==> config.mk <==
export PLATFORM = sky130hd
export DESIGN_NAME = icache_fill_ctrl_flat
export DESIGN_NICKNAME = d
export VERILOG_FILES = /design/src/rtl/icache_fill_ctrl_pkg.sv /design/src/rtl/icache_fill_ctrl_if.sv /design/src/rtl/icache_fill_ctrl_fill_counter.sv /design/src/rtl/icache_fill_ctrl.sv /design/src/flat_wrapper.sv
export SDC_FILE = /design/constraint.sdc
export NUM_CORES = 1
export LEC_CHECK = 0
export CAP_MARGIN = 20
export CORE_MARGIN = 2
export CORE_UTILIZATION = 37
export CTS_CLUSTER_DIAMETER = 100
export DETAILED_ROUTE_END_ITERATION = 8
export GPL_TIMING_DRIVEN = 0
export HOLD_SLACK_MARGIN = 0.08
export PLACE_DENSITY_LB_ADDON = 0.12
export SLEW_MARGIN = 10
export SYNTH_ARGS = -nofsm -noshare
export SYNTH_HDL_FRONTEND = slang
export SYNTH_SLANG_ARGS = --single-unit
export TNS_END_PERCENT = 20
==> constraint.sdc <==
create_clock -name clk -period 2.3 [get_ports clk]
set_clock_uncertainty 0.15 [all_clocks]
set_input_delay 0.345 -clock clk [delete_from_list [all_inputs] [get_ports clk]]
set_output_delay 0.345 -clock clk [all_outputs]
set_load 0.05 [all_outputs]
==> src/rtl/icache_fill_ctrl_pkg.sv <==
// rtl/icache_fill_ctrl_pkg.sv - shared constants, state encoding and helpers for the fill controller
package icache_fill_ctrl_pkg;

   localparam int WORDS_PER_BLOCK = 8;
   localparam int ADDR_W          = 16;
   localparam int DATA_W          = 16;
   localparam int OFFSET_W        = $clog2(WORDS_PER_BLOCK);
   localparam int CNT_W           = OFFSET_W + 1;

   typedef enum logic {
      IDLE = 1'b0,
      FILL = 1'b1
   } state_t;

   // Clear the in-block byte offset (words are two bytes wide).
   function automatic logic [ADDR_W-1:0] block_base(input logic [ADDR_W-1:0] addr);
      return addr & ~ADDR_W'(2 * WORDS_PER_BLOCK - 1);
   endfunction

endpackage

==> src/rtl/icache_fill_ctrl_if.sv <==
// rtl/icache_fill_ctrl_if.sv - cache/memory side signal bundle of the fill controller
interface icache_fill_ctrl_if;
   import icache_fill_ctrl_pkg::*;

   logic                miss_detected;
   logic [ADDR_W-1:0]   miss_address;
   logic [DATA_W-1:0]   memory_data;
   logic                memory_data_valid;
   logic                fsm_busy;
   logic                mem_read_en;
   logic [ADDR_W-1:0]   memory_address;
   logic                write_data_array;
   logic                write_tag_array;
   logic [OFFSET_W-1:0] word_offset;
   logic [DATA_W-1:0]   cache_data;
   logic                fill_done;

   // Controller side.
   modport master (
      input  miss_detected, miss_address, memory_data, memory_data_valid,
      output fsm_busy, mem_read_en, memory_address, write_data_array,
             write_tag_array, word_offset, cache_data, fill_done
   );

   // Cache/memory side.
   modport slave (
      output miss_detected, miss_address, memory_data, memory_data_valid,
      input  fsm_busy, mem_read_en, memory_address, write_data_array,
             write_tag_array, word_offset, cache_data, fill_done
   );

endinterface

==> src/rtl/icache_fill_ctrl_fill_counter.sv <==
// rtl/icache_fill_ctrl_fill_counter.sv - word counter with sync clear, enable and terminal count
module icache_fill_ctrl_fill_counter
   import icache_fill_ctrl_pkg::*;
#(
   parameter int TC = WORDS_PER_BLOCK
) (
   input  logic             clk,
   input  logic             rst,
   input  logic             clr_i,
   input  logic             en_i,
   output logic [CNT_W-1:0] cnt_o,
   output logic             tc_o
);

   logic [CNT_W-1:0] cnt_q;
   logic [CNT_W-1:0] cnt_d;

   // Clear wins over enable so a new fill always starts from word zero.
   always_comb begin
      cnt_d = cnt_q;
      if (clr_i) begin
         cnt_d = '0;
      end else if (en_i) begin
         cnt_d = cnt_q + 1'b1;
      end
   end

   // Counter register.
   always_ff @(posedge clk) begin
      if (rst) begin
         cnt_q <= '0;
      end else begin
         cnt_q <= cnt_d;
      end
   end

   assign cnt_o = cnt_q;
   assign tc_o  = (cnt_q == CNT_W'(TC));

endmodule

==> src/rtl/icache_fill_ctrl.sv <==
// rtl/icache_fill_ctrl.sv - cache miss block-fill controller with pipelined memory reads
module icache_fill_ctrl
   import icache_fill_ctrl_pkg::*;
(
   input  logic               clk,
   input  logic               rst,
   icache_fill_ctrl_if.master bus
);

   state_t            state_q;
   state_t            state_d;
   logic [ADDR_W-1:0] base_q;
   logic [ADDR_W-1:0] base_d;

   logic [CNT_W-1:0]  issue_cnt;
   logic [CNT_W-1:0]  recv_cnt;
   logic              issue_tc;
   logic              recv_last;

   logic              start_fill;
   logic              issue_en;
   logic              recv_en;
   logic              last_word;

   assign start_fill = (state_q == IDLE) && bus.miss_detected;
   assign issue_en   = (state_q == FILL) && !issue_tc;
   // Returns outside FILL (late data after an abort) are dropped here.
   assign recv_en    = (state_q == FILL) && bus.memory_data_valid;
   assign last_word  = recv_en && recv_last;

   // Issue side: terminal count stops requests after the last word.
   icache_fill_ctrl_fill_counter #(.TC(WORDS_PER_BLOCK)) u_issue_cnt (
      .clk   (clk),
      .rst   (rst),
      .clr_i (start_fill),
      .en_i  (issue_en),
      .cnt_o (issue_cnt),
      .tc_o  (issue_tc)
   );

   // Receive side: terminal count flags the final word of the block.
   icache_fill_ctrl_fill_counter #(.TC(WORDS_PER_BLOCK - 1)) u_recv_cnt (
      .clk   (clk),
      .rst   (rst),
      .clr_i (start_fill),
      .en_i  (recv_en),
      .cnt_o (recv_cnt),
      .tc_o  (recv_last)
   );

   // Next state: a miss is only accepted in IDLE; a fill ends on its last return.
   always_comb begin
      state_d = state_q;
      base_d  = base_q;
      case (state_q)
         IDLE: begin
            if (bus.miss_detected) begin
               state_d = FILL;
               base_d  = block_base(bus.miss_address);
            end
         end
         FILL: begin
            if (last_word) begin
               state_d = IDLE;
            end
         end
         default: state_d = IDLE;
      endcase
   end

   // State and block-base registers.
   always_ff @(posedge clk) begin
      if (rst) begin
         state_q <= IDLE;
         base_q  <= '0;
      end else begin
         state_q <= state_d;
         base_q  <= base_d;
      end
   end

   // Busy covers the miss cycle itself so the pipeline never advances past it.
   assign bus.fsm_busy         = (state_q == FILL) || bus.miss_detected;
   assign bus.mem_read_en      = issue_en;
   assign bus.memory_address   = base_q + ADDR_W'({issue_cnt, 1'b0});
   assign bus.write_data_array = recv_en;
   assign bus.write_tag_array  = last_word;
   assign bus.fill_done        = last_word;
   assign bus.word_offset      = recv_cnt[OFFSET_W-1:0];
   assign bus.cache_data       = bus.memory_data;

endmodule

==> src/flat_wrapper.sv <==
// flat-port wrapper written by rule: the top's interface ports become plain ports
module icache_fill_ctrl_flat import icache_fill_ctrl_pkg::*;
  (clk, rst, bus_miss_detected, bus_miss_address, bus_memory_data, bus_memory_data_valid, bus_fsm_busy, bus_mem_read_en, bus_memory_address, bus_write_data_array, bus_write_tag_array, bus_word_offset, bus_cache_data, bus_fill_done);
  icache_fill_ctrl_if bus_i ();
  input  logic clk;
  input  logic rst;
  input wire logic [$bits(bus_i.miss_detected)-1:0] bus_miss_detected;
  input wire logic [$bits(bus_i.miss_address)-1:0] bus_miss_address;
  input wire logic [$bits(bus_i.memory_data)-1:0] bus_memory_data;
  input wire logic [$bits(bus_i.memory_data_valid)-1:0] bus_memory_data_valid;
  output wire logic [$bits(bus_i.fsm_busy)-1:0] bus_fsm_busy;
  output wire logic [$bits(bus_i.mem_read_en)-1:0] bus_mem_read_en;
  output wire logic [$bits(bus_i.memory_address)-1:0] bus_memory_address;
  output wire logic [$bits(bus_i.write_data_array)-1:0] bus_write_data_array;
  output wire logic [$bits(bus_i.write_tag_array)-1:0] bus_write_tag_array;
  output wire logic [$bits(bus_i.word_offset)-1:0] bus_word_offset;
  output wire logic [$bits(bus_i.cache_data)-1:0] bus_cache_data;
  output wire logic [$bits(bus_i.fill_done)-1:0] bus_fill_done;
  assign bus_i.miss_detected = bus_miss_detected;
  assign bus_i.miss_address = bus_miss_address;
  assign bus_i.memory_data = bus_memory_data;
  assign bus_i.memory_data_valid = bus_memory_data_valid;
  assign bus_fsm_busy = bus_i.fsm_busy;
  assign bus_mem_read_en = bus_i.mem_read_en;
  assign bus_memory_address = bus_i.memory_address;
  assign bus_write_data_array = bus_i.write_data_array;
  assign bus_write_tag_array = bus_i.write_tag_array;
  assign bus_word_offset = bus_i.word_offset;
  assign bus_cache_data = bus_i.cache_data;
  assign bus_fill_done = bus_i.fill_done;
  icache_fill_ctrl u_core (.clk(clk), .rst(rst), .bus(bus_i));
endmodule
Figure 1. Met2 routing.
(6 px per um)
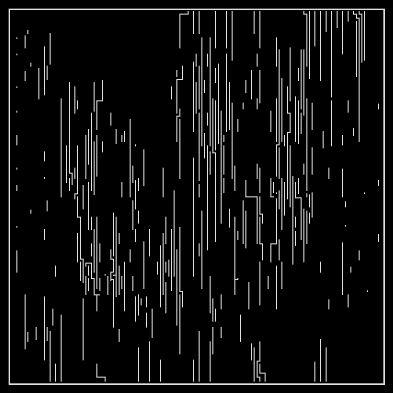
nets with wire on the layer: 212
main direction: vertical
wire length on this layer: 1480 um
share of all routed wire: 51%
longest straight run: 20.6 um

Figure 2. Congestion heat map.
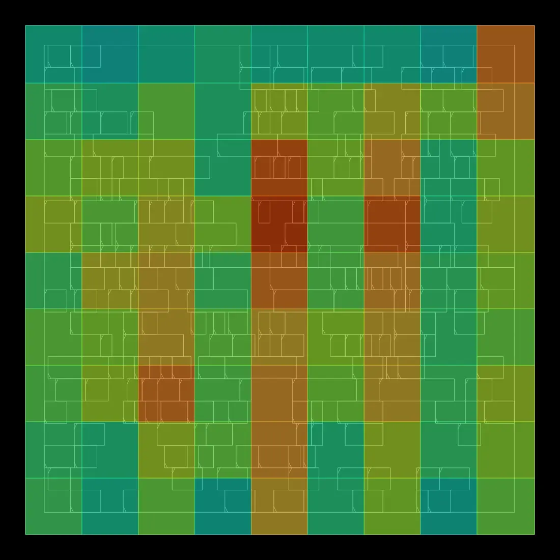
global routing met3 resource utilization: 0.0362
final standard cell utilization of the core: 0.582
average routed wire per standard cell: 10.9 um
most utilized layer in the global route result: met2

Figure 3. Zoomed window.
Region (19, 19) to (44, 44) um. Cells in gray, sequential cells in the stronger gray; small squares are vias.
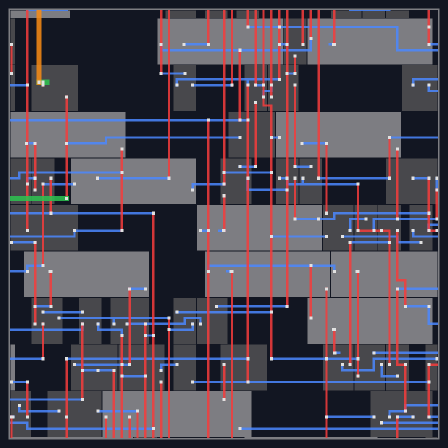
[met4] orange
[met2] red
[met1] blue
[met3] green
most frequent: nand2_1 (10), dfxtp_1 (10), a21oi_1 (5)
cells with their middle in the window: 43
netlist names of flops here include: `u_core.base_q` (8)
sequential cells in the window: 11

Figure 4. Drive-strength map.
(8 px per um)
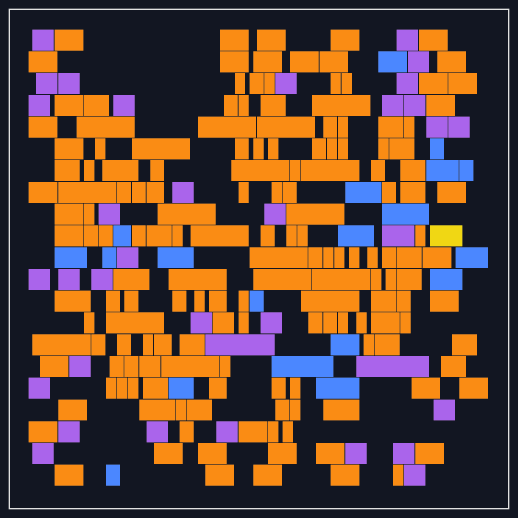
[drive 1 or less] orange | cells: 163 | most used: clkdlybuf4s50_1
[drive 2] blue | cells: 19
[drive 3 to 4] purple | cells: 35 | most used: buf_4
[drive 6 and up] yellow | cells: 1 | most used: buf_6

Figure 5. Where the registers sit.
(6 px per um)
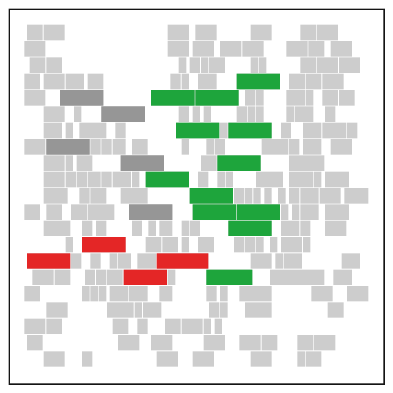
[`u_core.base_q`] green | flops: 12
[`u_core.u_issue_cnt.cnt_o`] red | flops: 4
not colored: 5
Seq. cell area: 425 um2
power consumed by sequential cells: 396 uW
flop share of the area: 0.222

==> worst min path at each step <==
stage	slack (ns)	end	startpoint
2_1_floorplan	0.26	u_core.base_q[4]	rst
3_3_place_gp	0.30	u_core.base_q[14]	u_core.base_q[14]
3_5_place_dp	0.31	u_core.base_q[15]	u_core.base_q[15]
4_1_cts	0.33	u_core.base_q[15]	u_core.base_q[15]
5_1_grt	0.36	u_core.base_q[15]	u_core.base_q[15]
6_report	0.33	u_core.base_q[15]	u_core.base_q[15]
==> sequential cells by signal, indices dropped and copies added (netlist names) <==
signal / count
u_core.base_q: 12
u_core.u_issue_cnt.cnt_o: 4
u_core.u_recv_cnt.cnt_o: 4
u_core.state_q: 1
==> impl_results.html <==
<h3>Run summary</h3>
<table>
<tr><th>Metric</th><th>Value</th></tr>
<tr><th colspan="2">Outcome</th></tr>
<tr><td>Result of the run</td><td>finished, final reports clean</td></tr>
<tr><th colspan="2">Pwr</th></tr>
<tr><td>Proportion of total power due to net switching</td><td>0.355</td></tr>
<tr><td>Cell-internal power</td><td>between 500 and 600 uW</td></tr>
<tr><td>Areal power density over the cells</td><td>450 nW/um2</td></tr>
<tr><td>Net switching power figure</td><td>a little over 300 uW</td></tr>
<tr><td>Part of the total power dissipated in combinational logic</td><td>0.336</td></tr>
<tr><td>P_clk</td><td>about 180 uW</td></tr>
<tr><td>Heaviest power group</td><td>registers</td></tr>
<tr><th colspan="2">Critical path</th></tr>
<tr><td>Crit path DAT</td><td>between 1.5 and 2 ns</td></tr>
<tr><td>Kind of launch point of the worst setup path</td><td>flop</td></tr>
<tr><td>Reg2Reg Setup Slack</td><td>around 0.87 ns</td></tr>
<tr><td>Capture point of the critical path</td><td>bus_memory_address[10]</td></tr>
<tr><td>Start-to-end type of the worst setup path</td><td>reg -&gt; out</td></tr>
<tr><td>Slowest stage cell on the critical path</td><td>dfxtp_4</td></tr>
<tr><th colspan="2">CTS</th></tr>
<tr><td>Depth of the CTS H-tree</td><td>1</td></tr>
<tr><td>Cell at the root of the clock tree</td><td>clkbuf_4</td></tr>
<tr><td>Buffers inserted by post-CTS timing repair</td><td>0</td></tr>
<tr><th colspan="2">Final timing</th></tr>
<tr><td>Final critical-path setup slack</td><td>0.0327 ns</td></tr>
<tr><td>Setup total negative slack</td><td>0 ns</td></tr>
<tr><td>Hold Fails Final Rpt</td><td>0</td></tr>
<tr><th colspan="2">Logic synthesis</th></tr>
<tr><td>Largest combinational cell category by area</td><td>simple AND/OR/NAND/NOR gates</td></tr>
<tr><td>Flip-flops with a built-in enable</td><td>0</td></tr>
<tr><td>Post-synthesis chip area from yosys</td><td>~1300 um2</td></tr>
<tr><td>And-or/or-and share of the synthesized area</td><td>0.0897</td></tr>
<tr><td>Area share of the largest cell type after synthesis</td><td>0.335</td></tr>
<tr><td>Cells in synth_stat.txt</td><td>about 160</td></tr>
<tr><td>Cell Area, Synth</td><td>1250 um2</td></tr>
<tr><td>Synthesized netlist net count</td><td>~200</td></tr>
<tr><td>Post-synth area hogs</td><td>dfxtp_1, buf_4, nand2_1, a21oi_1, ha_1</td></tr>
<tr><th colspan="2">Cells and area</th></tr>
<tr><td>Non-Clock Inverter Count</td><td>8</td></tr>
<tr><td>Commonest cells after routing, fill and taps aside</td><td>clkdlybuf4s50_1, buf_4, nand2_1</td></tr>
<tr><td>Highest-count logic cell in the final layout</td><td>clkdlybuf4s50_1</td></tr>
<tr><td>Inserted Diodes</td><td>0</td></tr>
<tr><td>Non-clock buffer total of the final layout</td><td>approximately 83</td></tr>
<tr><td>Layout overhead on the synthesized area</td><td>52.4%</td></tr>
<tr><th colspan="2">Routing</th></tr>
<tr><td>Top layer used by detailed routing</td><td>met4</td></tr>
<tr><td>Remaining antenna violation count after routing</td><td>0</td></tr>
<tr><th colspan="2">Flow run</th></tr>
<tr><td>Max_cap viols</td><td>0</td></tr>
<tr><th colspan="2">Floorplan</th></tr>
<tr><td>Number of standard-cell rows in the floorplan</td><td>21</td></tr>
<tr><td>Number of tap cells inserted</td><td>approximately 46</td></tr>
<tr><th colspan="2">Global route</th></tr>
<tr><td>Global-route usage over all layers</td><td>0.140</td></tr>
<tr><td>Met2 Usage GRT</td><td>0.262</td></tr>
<tr><td>Aggregate global routing overflow</td><td>0</td></tr>
<tr><th colspan="2">Place</th></tr>
<tr><td>Dpl ws</td><td>-0.391 ns</td></tr>
</table>
Power and IR drop assume default switching activity.
